`src/rtl/operand_loader_pkg.sv`:
```
// Shared types and constants for the operand loader.
//   prog_state_t   : host program selector encoding
//   loader_state_t : loader FSM states
//   *_NBYTES       : operand bytes written per program
//   nbytes()       : program -> byte count
package prog_pkg;

    typedef enum logic [1:0] {
        IDLE  = 2'b00,
        PROG1 = 2'b01,
        PROG2 = 2'b10,
        PROG3 = 2'b11
    } prog_state_t;

    typedef enum logic [1:0] {
        ST_IDLE,
        ST_WRITE,
        ST_START,
        ST_WAIT_DONE
    } loader_state_t;

    localparam logic [2:0] PROG1_NBYTES = 3'd4;
    localparam logic [2:0] PROG2_NBYTES = 3'd3;
    localparam logic [2:0] PROG3_NBYTES = 3'd2;

    // An IDLE program can only be captured if ProgState drops in the very
    // cycle of the handshake; it is then treated like prog3 (dividend only).
    function automatic logic [2:0] nbytes(input prog_state_t p);
        case (p)
            PROG1:   nbytes = PROG1_NBYTES;
            PROG2:   nbytes = PROG2_NBYTES;
            default: nbytes = PROG3_NBYTES;
        endcase
    endfunction

endpackage

```
`src/rtl/operand_loader_if.sv`:
```
// Host/core/memory signal bundle of the operand loader.
//   master : host side (drives program, operands, Done)
//   slave  : loader side (drives ready, memory writes, Start, status)
interface operand_loader_if #(
    parameter int ADDR_W = 8
);
    logic [1:0]        ProgState;
    logic              OpValid;
    logic              OpReady;
    logic [15:0]       Dividend;
    logic [15:0]       Divisor;
    logic              MemWrEn;
    logic [ADDR_W-1:0] MemAddr;
    logic [7:0]        MemDataOut;
    logic              Start;
    logic              Done;
    logic              DivZero;
    logic              Busy;

    modport master (
        output ProgState, OpValid, Dividend, Divisor, Done,
        input  OpReady, MemWrEn, MemAddr, MemDataOut, Start, DivZero, Busy
    );

    modport slave (
        input  ProgState, OpValid, Dividend, Divisor, Done,
        output OpReady, MemWrEn, MemAddr, MemDataOut, Start, DivZero, Busy
    );
endinterface

```
`src/rtl/operand_loader_byte_mux.sv`:
```
// Combinational byte select for the operand write burst.
//   dividend, divisor : captured operands
//   prog              : captured program
//   idx               : byte index k within the burst
//   data              : byte to write at BASE_ADDR + k
// Order matches what the core's loads expect: dividend MSB, dividend LSB,
// then divisor MSB/LSB (prog1) or divisor LSB only (prog2).
module operand_byte_mux
    import prog_pkg::*;
(
    input  logic [15:0] dividend,
    input  logic [15:0] divisor,
    input  prog_state_t prog,
    input  logic [1:0]  idx,
    output logic [7:0]  data
);
    always_comb begin
        data = 8'h00;
        case (idx)
            2'd0: data = dividend[15:8];
            2'd1: data = dividend[7:0];
            2'd2: data = (prog == PROG1) ? divisor[15:8] : divisor[7:0];
            2'd3: data = divisor[7:0];
            default: data = 8'h00;
        endcase
    end
endmodule

```
`src/rtl/operand_loader.sv`:
```
// Operand loader: accepts one operand set over a valid/ready handshake,
// writes it byte-serially into data memory, pulses Start to the core and
// waits for Done.
//   CLK, RESET_N : clock, async active-low reset
//   bus (slave)  : ProgState/OpValid/OpReady/Dividend/Divisor host side,
//                  MemWrEn/MemAddr/MemDataOut memory side,
//                  Start/Done core side, DivZero/Busy status
// Every output is a flop; each is loaded from the next-state values so the
// first write appears the cycle right after the handshake.
module operand_loader
    import prog_pkg::*;
#(
    parameter int                ADDR_W    = 8,
    parameter logic [ADDR_W-1:0] BASE_ADDR = ADDR_W'(128)
) (
    input  logic         CLK,
    input  logic         RESET_N,
    operand_loader_if.slave bus
);
    loader_state_t state_q, state_n;
    prog_state_t   prog_q, prog_n, prog_in;
    logic [15:0]   dvd_q, dvd_n, dvs_q, dvs_n;
    logic [1:0]    k_q, k_n;
    logic [2:0]    nb_q, nb_n;
    logic          accept;
    logic          wr_n;
    logic [7:0]    byte_n;

    logic              rdy_q, wr_q, start_q, dz_q, busy_q;
    logic [ADDR_W-1:0] addr_q;
    logic [7:0]        data_q;

    assign prog_in = prog_state_t'(bus.ProgState);
    assign accept  = (state_q == ST_IDLE) && bus.OpValid && rdy_q;

    always_comb begin
        state_n = state_q;
        prog_n  = prog_q;
        dvd_n   = dvd_q;
        dvs_n   = dvs_q;
        k_n     = k_q;
        nb_n    = nb_q;
        case (state_q)
            ST_IDLE: begin
                if (accept) begin
                    prog_n  = prog_in;
                    dvd_n   = bus.Dividend;
                    dvs_n   = bus.Divisor;
                    nb_n    = nbytes(prog_in);
                    k_n     = 2'd0;
                    state_n = ST_WRITE;
                end
            end
            ST_WRITE: begin
                if ({1'b0, k_q} == nb_q - 3'd1) state_n = ST_START;
                else                            k_n     = k_q + 2'd1;
            end
            ST_START:     state_n = ST_WAIT_DONE;
            ST_WAIT_DONE: if (bus.Done) state_n = ST_IDLE;
            default:      state_n = ST_IDLE;
        endcase
    end

    assign wr_n = (state_n == ST_WRITE);

    operand_byte_mux u_mux (
        .dividend (dvd_n),
        .divisor  (dvs_n),
        .prog     (prog_n),
        .idx      (k_n),
        .data     (byte_n)
    );

    always_ff @(posedge CLK or negedge RESET_N) begin
        if (!RESET_N) begin
            state_q <= ST_IDLE;
            prog_q  <= IDLE;
            dvd_q   <= '0;
            dvs_q   <= '0;
            k_q     <= '0;
            nb_q    <= '0;
            rdy_q   <= 1'b0;
            wr_q    <= 1'b0;
            start_q <= 1'b0;
            dz_q    <= 1'b0;
            busy_q  <= 1'b0;
            addr_q  <= '0;
            data_q  <= '0;
        end else begin
            state_q <= state_n;
            prog_q  <= prog_n;
            dvd_q   <= dvd_n;
            dvs_q   <= dvs_n;
            k_q     <= k_n;
            nb_q    <= nb_n;
            // Ready follows ProgState with one cycle of lag.
            rdy_q   <= (state_n == ST_IDLE) && (bus.ProgState != 2'b00);
            wr_q    <= wr_n;
            start_q <= (state_n == ST_START);
            busy_q  <= (state_n != ST_IDLE);
            // Address/data hold their last values outside a burst.
            if (wr_n) begin
                addr_q <= BASE_ADDR + ADDR_W'(k_n);
                data_q <= byte_n;
            end
            // Sticky until the next capture.
            if (accept) begin
                case (prog_in)
                    PROG1:   dz_q <= (bus.Divisor == 16'h0000);
                    PROG2:   dz_q <= (bus.Divisor[7:0] == 8'h00);
                    default: dz_q <= 1'b0;
                endcase
            end
        end
    end

    assign bus.OpReady    = rdy_q;
    assign bus.MemWrEn    = wr_q;
    assign bus.MemAddr    = addr_q;
    assign bus.MemDataOut = data_q;
    assign bus.Start      = start_q;
    assign bus.DivZero    = dz_q;
    assign bus.Busy       = busy_q;

endmodule

```
`src/flat_wrapper.sv`:
```
// flat-port wrapper written by rule: the top's interface ports become plain ports
module operand_loader_flat import prog_pkg::*;
#(
    parameter int                ADDR_W    = 8,
    parameter logic [ADDR_W-1:0] BASE_ADDR = ADDR_W'(128)
)
  (CLK, RESET_N, bus_ProgState, bus_OpValid, bus_Dividend, bus_Divisor, bus_Done, bus_OpReady, bus_MemWrEn, bus_MemAddr, bus_MemDataOut, bus_Start, bus_DivZero, bus_Busy);
  operand_loader_if #(.ADDR_W(ADDR_W)) bus_i ();
  input  logic CLK;
  input  logic RESET_N;
  input wire logic [$bits(bus_i.ProgState)-1:0] bus_ProgState;
  input wire logic [$bits(bus_i.OpValid)-1:0] bus_OpValid;
  input wire logic [$bits(bus_i.Dividend)-1:0] bus_Dividend;
  input wire logic [$bits(bus_i.Divisor)-1:0] bus_Divisor;
  input wire logic [$bits(bus_i.Done)-1:0] bus_Done;
  output wire logic [$bits(bus_i.OpReady)-1:0] bus_OpReady;
  output wire logic [$bits(bus_i.MemWrEn)-1:0] bus_MemWrEn;
  output wire logic [$bits(bus_i.MemAddr)-1:0] bus_MemAddr;
  output wire logic [$bits(bus_i.MemDataOut)-1:0] bus_MemDataOut;
  output wire logic [$bits(bus_i.Start)-1:0] bus_Start;
  output wire logic [$bits(bus_i.DivZero)-1:0] bus_DivZero;
  output wire logic [$bits(bus_i.Busy)-1:0] bus_Busy;
  assign bus_i.ProgState = bus_ProgState;
  assign bus_i.OpValid = bus_OpValid;
  assign bus_i.Dividend = bus_Dividend;
  assign bus_i.Divisor = bus_Divisor;
  assign bus_i.Done = bus_Done;
  assign bus_OpReady = bus_i.OpReady;
  assign bus_MemWrEn = bus_i.MemWrEn;
  assign bus_MemAddr = bus_i.MemAddr;
  assign bus_MemDataOut = bus_i.MemDataOut;
  assign bus_Start = bus_i.Start;
  assign bus_DivZero = bus_i.DivZero;
  assign bus_Busy = bus_i.Busy;
  operand_loader #(.ADDR_W(ADDR_W), .BASE_ADDR(BASE_ADDR)) u_core (.CLK(CLK), .RESET_N(RESET_N), .bus(bus_i));
endmodule
```
`config.mk`:
```
export PLATFORM = sky130hd
export DESIGN_NAME = operand_loader_flat
export DESIGN_NICKNAME = d
export VERILOG_FILES = /design/src/rtl/operand_loader_pkg.sv /design/src/rtl/operand_loader_if.sv /design/src/rtl/operand_loader_byte_mux.sv /design/src/rtl/operand_loader.sv /design/src/flat_wrapper.sv
export SDC_FILE = /design/constraint.sdc
export NUM_CORES = 1
export LEC_CHECK = 0
export ABC_AREA = 1
export CAP_MARGIN = 20
export CORE_MARGIN = 5
export CORE_UTILIZATION = 51
export CTS_CLUSTER_DIAMETER = 30
export DETAILED_ROUTE_END_ITERATION = 10
export PLACE_DENSITY = 0.76
export RECOVER_POWER = 100
export SLEW_MARGIN = 20
export SYNTH_ARGS = -nofsm -noshare
export SYNTH_HDL_FRONTEND = slang
export SYNTH_SLANG_ARGS = --single-unit
export TNS_END_PERCENT = 50
```
`constraint.sdc`:
```
create_clock -name CLK -period 1.9 [get_ports CLK]
set_input_delay 0.19 -clock CLK [delete_from_list [all_inputs] [get_ports CLK]]
set_output_delay 0.19 -clock CLK [all_outputs]
set_load 0.02 [all_outputs]
```
==> run_1/floorplan.png <==
Bar = 20 um. Pins as bars on the die edge. Tap cells in gray.
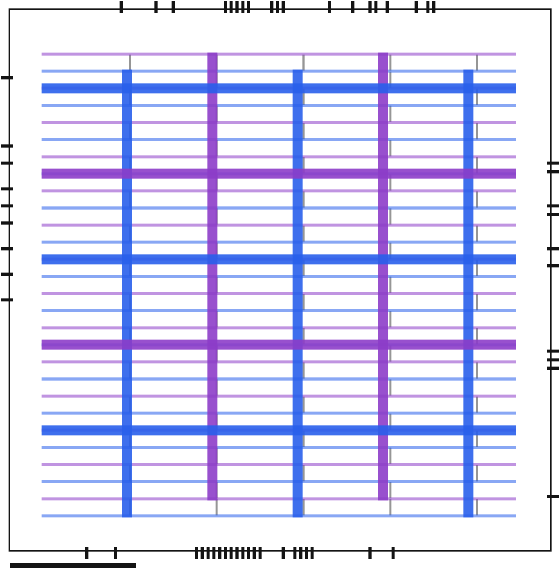
legend:
  blue:
    net: VSS
  purple:
    net: VDD
signal pins: 59
met5 straps: 5
rows: 27
chip height: 85.9 um
Chip Width: 85.9 um
maximum vdd ir drop: 1.04 mV

==> run_1/class_map.png <==
Bar = 20 um.
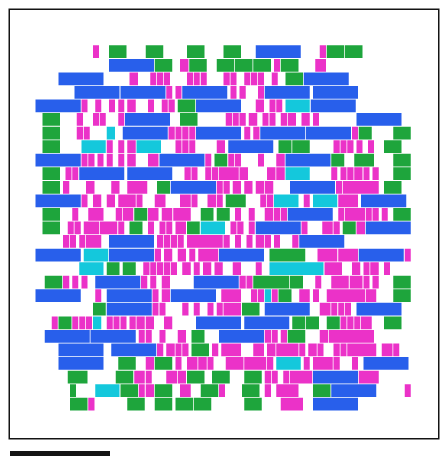
legend:
  green:
    class: remaining buffers and delay cells
    cells: 80
  magenta:
    class: remaining logic cells
    cells: 302
  cyan:
    class: clock drivers and dummy loads
    cells: 15
  blue:
    class: registers
    cells: 57
post-layout util: 0.721
flop share of the area: 0.357
final design area excluding fillers: 0.00399 mm^2
floorplan row count: 27

==> run_1/clock_wires.png <==
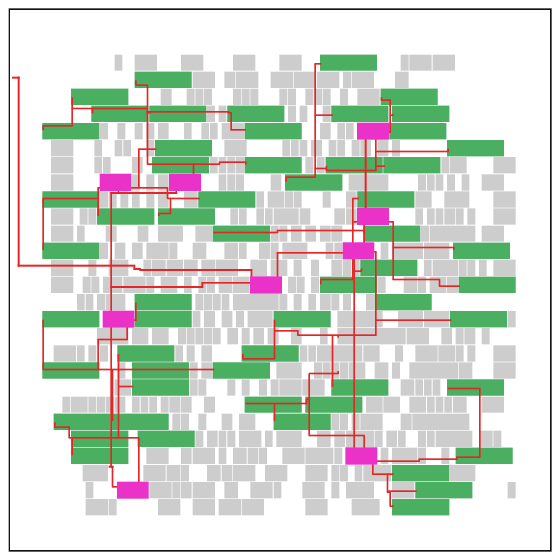
legend:
  magenta:
    item: clock-net drivers
    count: 9
  red:
    item: clock wires
    length: 774 um
  green:
    item: flip-flops
    count: 57
routed clock nets: 10
total clock network power: 0.00114 W
Insertion Delay late pin: 0.34 ns
post-route clock skew: 0.0120 ns

==> run_1/layers.png <==
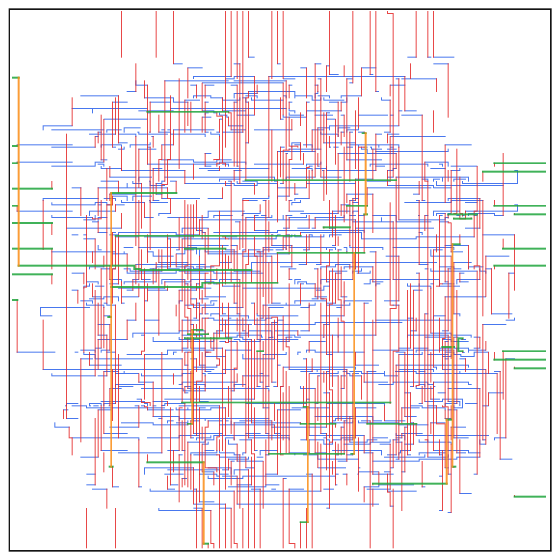
legend:
  green:
    layer: M3
    wire_length: 379 um
  orange:
    layer: M4
    wire_length: 210 um
  blue:
    layer: M1
    wire_length: 3020 um
  red:
    layer: M2
    wire_length: 3880 um
overall via count from detail_route: 2673
post-DR wirelength/cell: 14.2 um
combined global-route utilization of all metal layers: 0.214
total detailed-routing wirelength: 7490 um

==> highlights.md, run 1 <==
* **Worst Hold Path Cells** 3
* **first-pass GRT wire length** 12200 um
* **number of vias per cell after detailed routing** 5.08
* **post-CTS sizing** 12
* **power group with the highest consumption** combinational cells
* **Non-clock inverters** 46
* **Area after DPL** 0.00366 mm^2
* **max-cap check violation count** 0
* **slew at the pin with the worst max-slew slack** 1.28 ns
* **Final Instance Count excl. Fillers** 526
* **source of the worst register-to-register timing path** u_core.nb_q[0]$_DFFE_PN0P_
* **die footprint** 0.00738 mm^2
* **Setup crit end kind** register
* **Worst R2R Setup Slack** 0.05 ns
* **Layout Area Growth over Synthesis** 35.9%
* **count of pins over their slew limit** 0
* **CP max stage delay** 0.37 ns
* **placed cell count** 508
* **tally of clock buffers in the finished layout** 12
* **power after layout** 0.00744 W
* **critical path fanouts, max** 8
* **ys flops** 57
* **most frequently used flop master after synthesis** dfrtp_1
* **FP Util** 0.530
* **power dissipated in sequential cells** 0.00199 W
* **Iter 0 DRT Violations** 145
* **met1 wire length** 3020 um
* **pre-CTS WS** -0.0938 ns
* **clock tree from TritonCTS** done
* **worst setup path category** register to register
* **largest area contributor in the netlist** dfrtp_1
* **Critical Path, Cell by Cell** inv_2 > ha_4 > inv_2 > nand2_2 > nand2_4 > nand3_2 > nand2_2 > nand2_4 > nand2_8 > buf_6 > o21ai_2 > nand3_2 > nand2_1 > nand2_1
* **proportion of synthesized flip-flops having asynchronous set or reset** 1.00
* **IO buf count** 53
* **kind of cell adding the most delay to the critical path** simple AND/OR/NAND/NOR gates
* **Clock H-tree levels** 3
* **Netlist Area Pre-Place** 0.00294 mm^2
* **Register-to-Register Path Depth** 14
* **number of endpoints failing setup at the final stage** 0
* **result of the run** finished clean
* **sequential cell area** 0.00143 mm^2
* **slowest cell on the critical path** dfrtp_1
* **Antenna Cells** 0
* **count of warning messages emitted by the tools** 31
run 1: cell families (layout without fill, tap and decap cells):
| logic type | count (synthesis) | after routing | synth area share |
|---|---|---|---|
| simple gates | 217 | 217 | 0.333 |
| other cells | 1 | 5 | 0.00128 |
| xor+xnor | 1 | 1 | 0.00554 |
| fa+ha+maj | 6 | 6 | 0.0256 |
| flops | 57 | 57 | 0.486 |
| compound gates | 27 | 27 | 0.0469 |
| buf+inv | 63 | 141 | 0.102 |
run 1: worst reg2reg max path: stages (launching register included):
cell,delay [ns]
dfrtp_1,0.37
inv_2,0.06
ha_4,0.27
inv_2,0.04
nand2_2,0.07
nand2_4,0.07
nand3_2,0.10
nand2_2,0.09
nand2_4,0.10
nand2_8,0.09
buf_6,0.15
o21ai_2,0.12
nand3_2,0.09
nand2_1,0.06
nand2_1,0.05
==> run_1/congestion_map.png <==
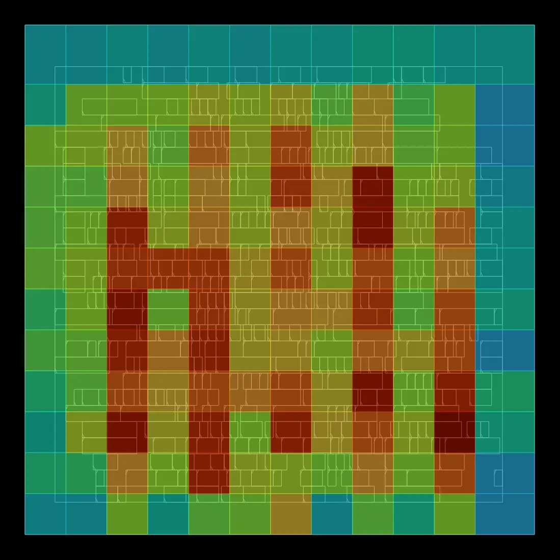

==> run 2, diff against run 1 <==
--- a/config.mk
+++ b/config.mk
@@ -8,10 +8,11 @@
 export ABC_AREA = 1
 export CAP_MARGIN = 20
 export CORE_MARGIN = 5
-export CORE_UTILIZATION = 51
+export CORE_UTILIZATION = 55
 export CTS_CLUSTER_DIAMETER = 30
 export DETAILED_ROUTE_END_ITERATION = 10
-export PLACE_DENSITY = 0.76
+export DONT_BUFFER_PORTS = 1
+export PLACE_DENSITY = 0.67
 export RECOVER_POWER = 100
 export SLEW_MARGIN = 20
 export SYNTH_ARGS = -nofsm -noshare
==> run_2/congestion_map.png <==
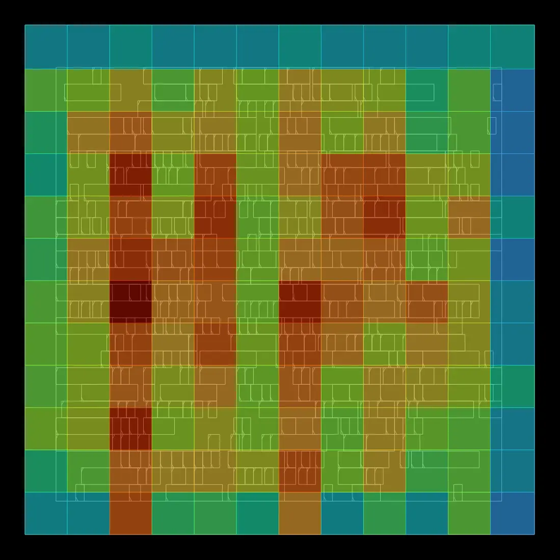
post-layout util: 0.691
post-DR wirelength/cell: 14.6 um
met2 demand-to-capacity share in global routing: 0.340
met1 GRT Util: 0.261
Most Crowded Layer GR: met2

==> run_2/floorplan.png <==
Bar = 20 um. Pins as bars on the die edge. Tap cells in gray.
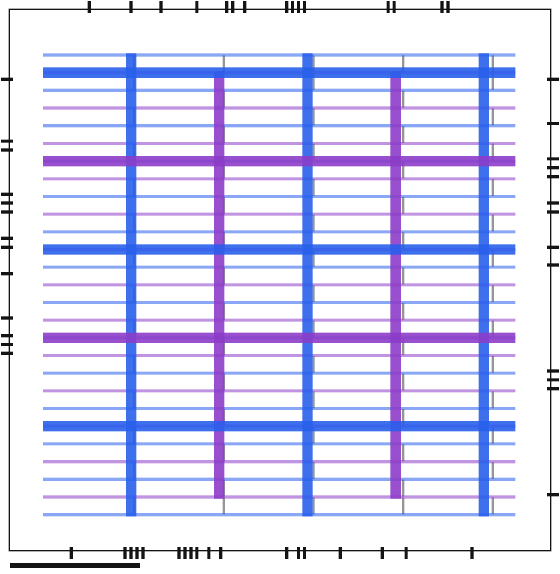
legend:
  purple:
    net: VDD
  blue:
    net: VSS
rows: 26
tap cells: 70
signal pins: 59
met4 straps: 5
met5 straps: 5
area of the placeable core: 0.00514 mm^2
chip height: 83.1 um
maximum vdd ir drop: 1.12 mV
Chip Width: 83.1 um

==> highlights.md, run 2 <==
* **AND-OR/OR-AND share of the synthesized area** 0.0468, unchanged
* **Insertion Delay late pin** 0.34 ns, about the same
* **worst setup path category** register to register
* **failing checks** negative hold slack, negative setup slack
* **proportion of synthesized flip-flops having asynchronous set or reset** 1.00, unchanged
* **largest area contributor in the netlist** dfrtp_1
* **kind of cell adding the most delay to the critical path** simple AND/OR/NAND/NOR gates
* **pre-CTS WS** -0.100 ns, -0.00653 ns
* **Netlist Area Pre-Place** 0.00294 mm^2, unchanged
* **number of vias per cell after detailed routing** 5.17, +1.8%
* **Setup crit end kind** register
* **CP max stage delay** 0.39 ns, +0.02 ns
* **Area after DPL** 0.00306 mm^2, -16%
* **cell count after synthesis** 372
* **share of cells above drive strength 1** 0.220
* **Final Instance Count excl. Fillers** 480, -8.7%
* **max-cap check violation count** 0, unchanged
* **ys flops** 57, unchanged
* **power group with the highest consumption** combinational cells
* **max layer used** met4
* **largest combinational cell category by area** simple AND/OR/NAND/NOR gates
* **Worst EP arrival** 2.20 ns
* **source of the worst register-to-register timing path** u_core.nb_q[0]$_DFFE_PN0P_
* **result of the run** complete, but fails checks
* **Register-to-Register Path Depth** 14, unchanged
* **final period demand of the worst path** 1.91 ns
* **most frequent cell on the critical path** nand2_1
* **power after layout** 0.00717 W, -3.7%
* **count of pins over their slew limit** 0, unchanged
* **number of endpoints failing setup at the final stage** 2, +2
* **warning count from the yosys run** 0
* **Final WS setup** -0.0106 ns
* **slowest cell on the critical path** dfrtp_1
* **final design area excluding fillers** 0.00355 mm^2, -11%
* **CP startpoint kind** register
* **worst-case hold slack** -0.000164 ns
* **floorplan row count** 26, -3.7%
* **final-stage net count** 449
* **simple-gate share of the synthesized area** 0.333, unchanged
* **power dissipated in sequential cells** 0.00217 W, +9%
* **met1 wire length** 2910 um, -3.6%
* **Iter 0 DRT Violations** 104, -28%
* **most frequently used flop master after synthesis** dfrtp_1
* **total detailed-routing wirelength** 6990 um, -6.7%
* **critical path fanouts, max** 8, unchanged
* **mux contribution to synthesized area** 0, unchanged
* **clock tree from TritonCTS** done
* **Worst Hold Path Cells** 2, -1
* **xor/xnor share of the synthesized area** 0.00554, unchanged
* **combined global-route utilization of all metal layers** 0.208, -0.00538
* **count of warning messages emitted by the tools** 32, +3.2%
* **overflow left after global routing** 0
* **Worst R2R Setup Slack** -0.01 ns, -0.06 ns
* **IO buf count** 0, -100%
* **Antenna Cells** 0, unchanged
* **Clock H-tree levels** 3, unchanged
* **post-synthesis adder-cell area fraction** 0.0256, unchanged
* **Layout Area Growth over Synthesis** 20.9%
* **FP Util** 0.572, +0.0413
* **final hold viol count** 1
* **overall via count from detail_route** 2483, -7.1%
* **slew at the pin with the worst max-slew slack** 1.26 ns, -0.0241 ns
* **first-pass GRT wire length** 11600 um, -4.6%
* **Critical Path, Cell by Cell** inv_2 > ha_4 > inv_2 > nand2_2 > nand2_4 > nand4_4 > nand2_2 > nand2_4 > buf_6 > nor2_4 > nand2_1 > nand3_1 > nand2_1 > nand2_1
==> run_2/clock_wires.png <==
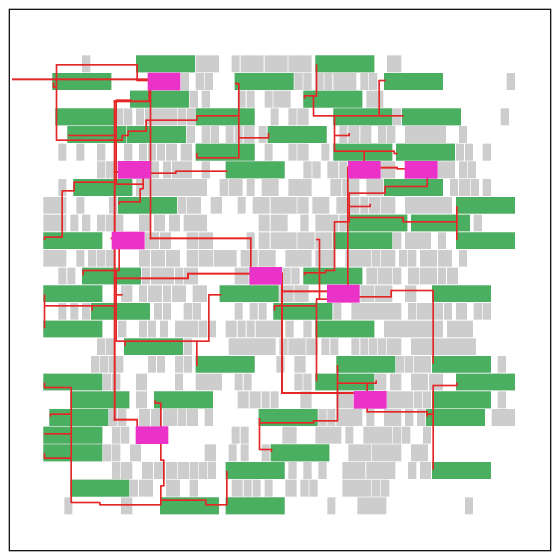
Clock power frac: 0.158
post-route clock skew: 0.00900 ns
total clock network power: 0.00113 W

## run 2: netlist changes by cell type in the layout (fill, tap and decap cells not counted), moves of 4 or more
cell,delta
o21ai_0,+5
o21ai_1,-4
clkdlybuf4s50_1,-52
nand2_2,+10
nand2_1,-7
dlygate4sd3_1,+8
## run 2: repair_timing
| action | in CTS | in global routing |
|---|---|---|
| endpoints found under the hold margin | 65 | 0 |
| endpoints found under the setup margin | 8 | 10 |
| buffers inserted | 6 | 3 |
| hold buffers | 10 | 0 |
| gates resized | 13 | 27 |
| pin swaps | 11 | 19 |
## run 2: cell type report
type | count | area, um^2
flip-flops and latches | 57 | 1430
well taps | 70 | 87.6
multi-input cells | 256 | 1360
fillers | 432 | 1590
inverters | 46 | 173
repair buffers | 35 | 308
clock buffers | 10 | 138
clock inverters | 6 | 57.6
Power figures rest on the tool's default switching activity, not on a simulated workload.
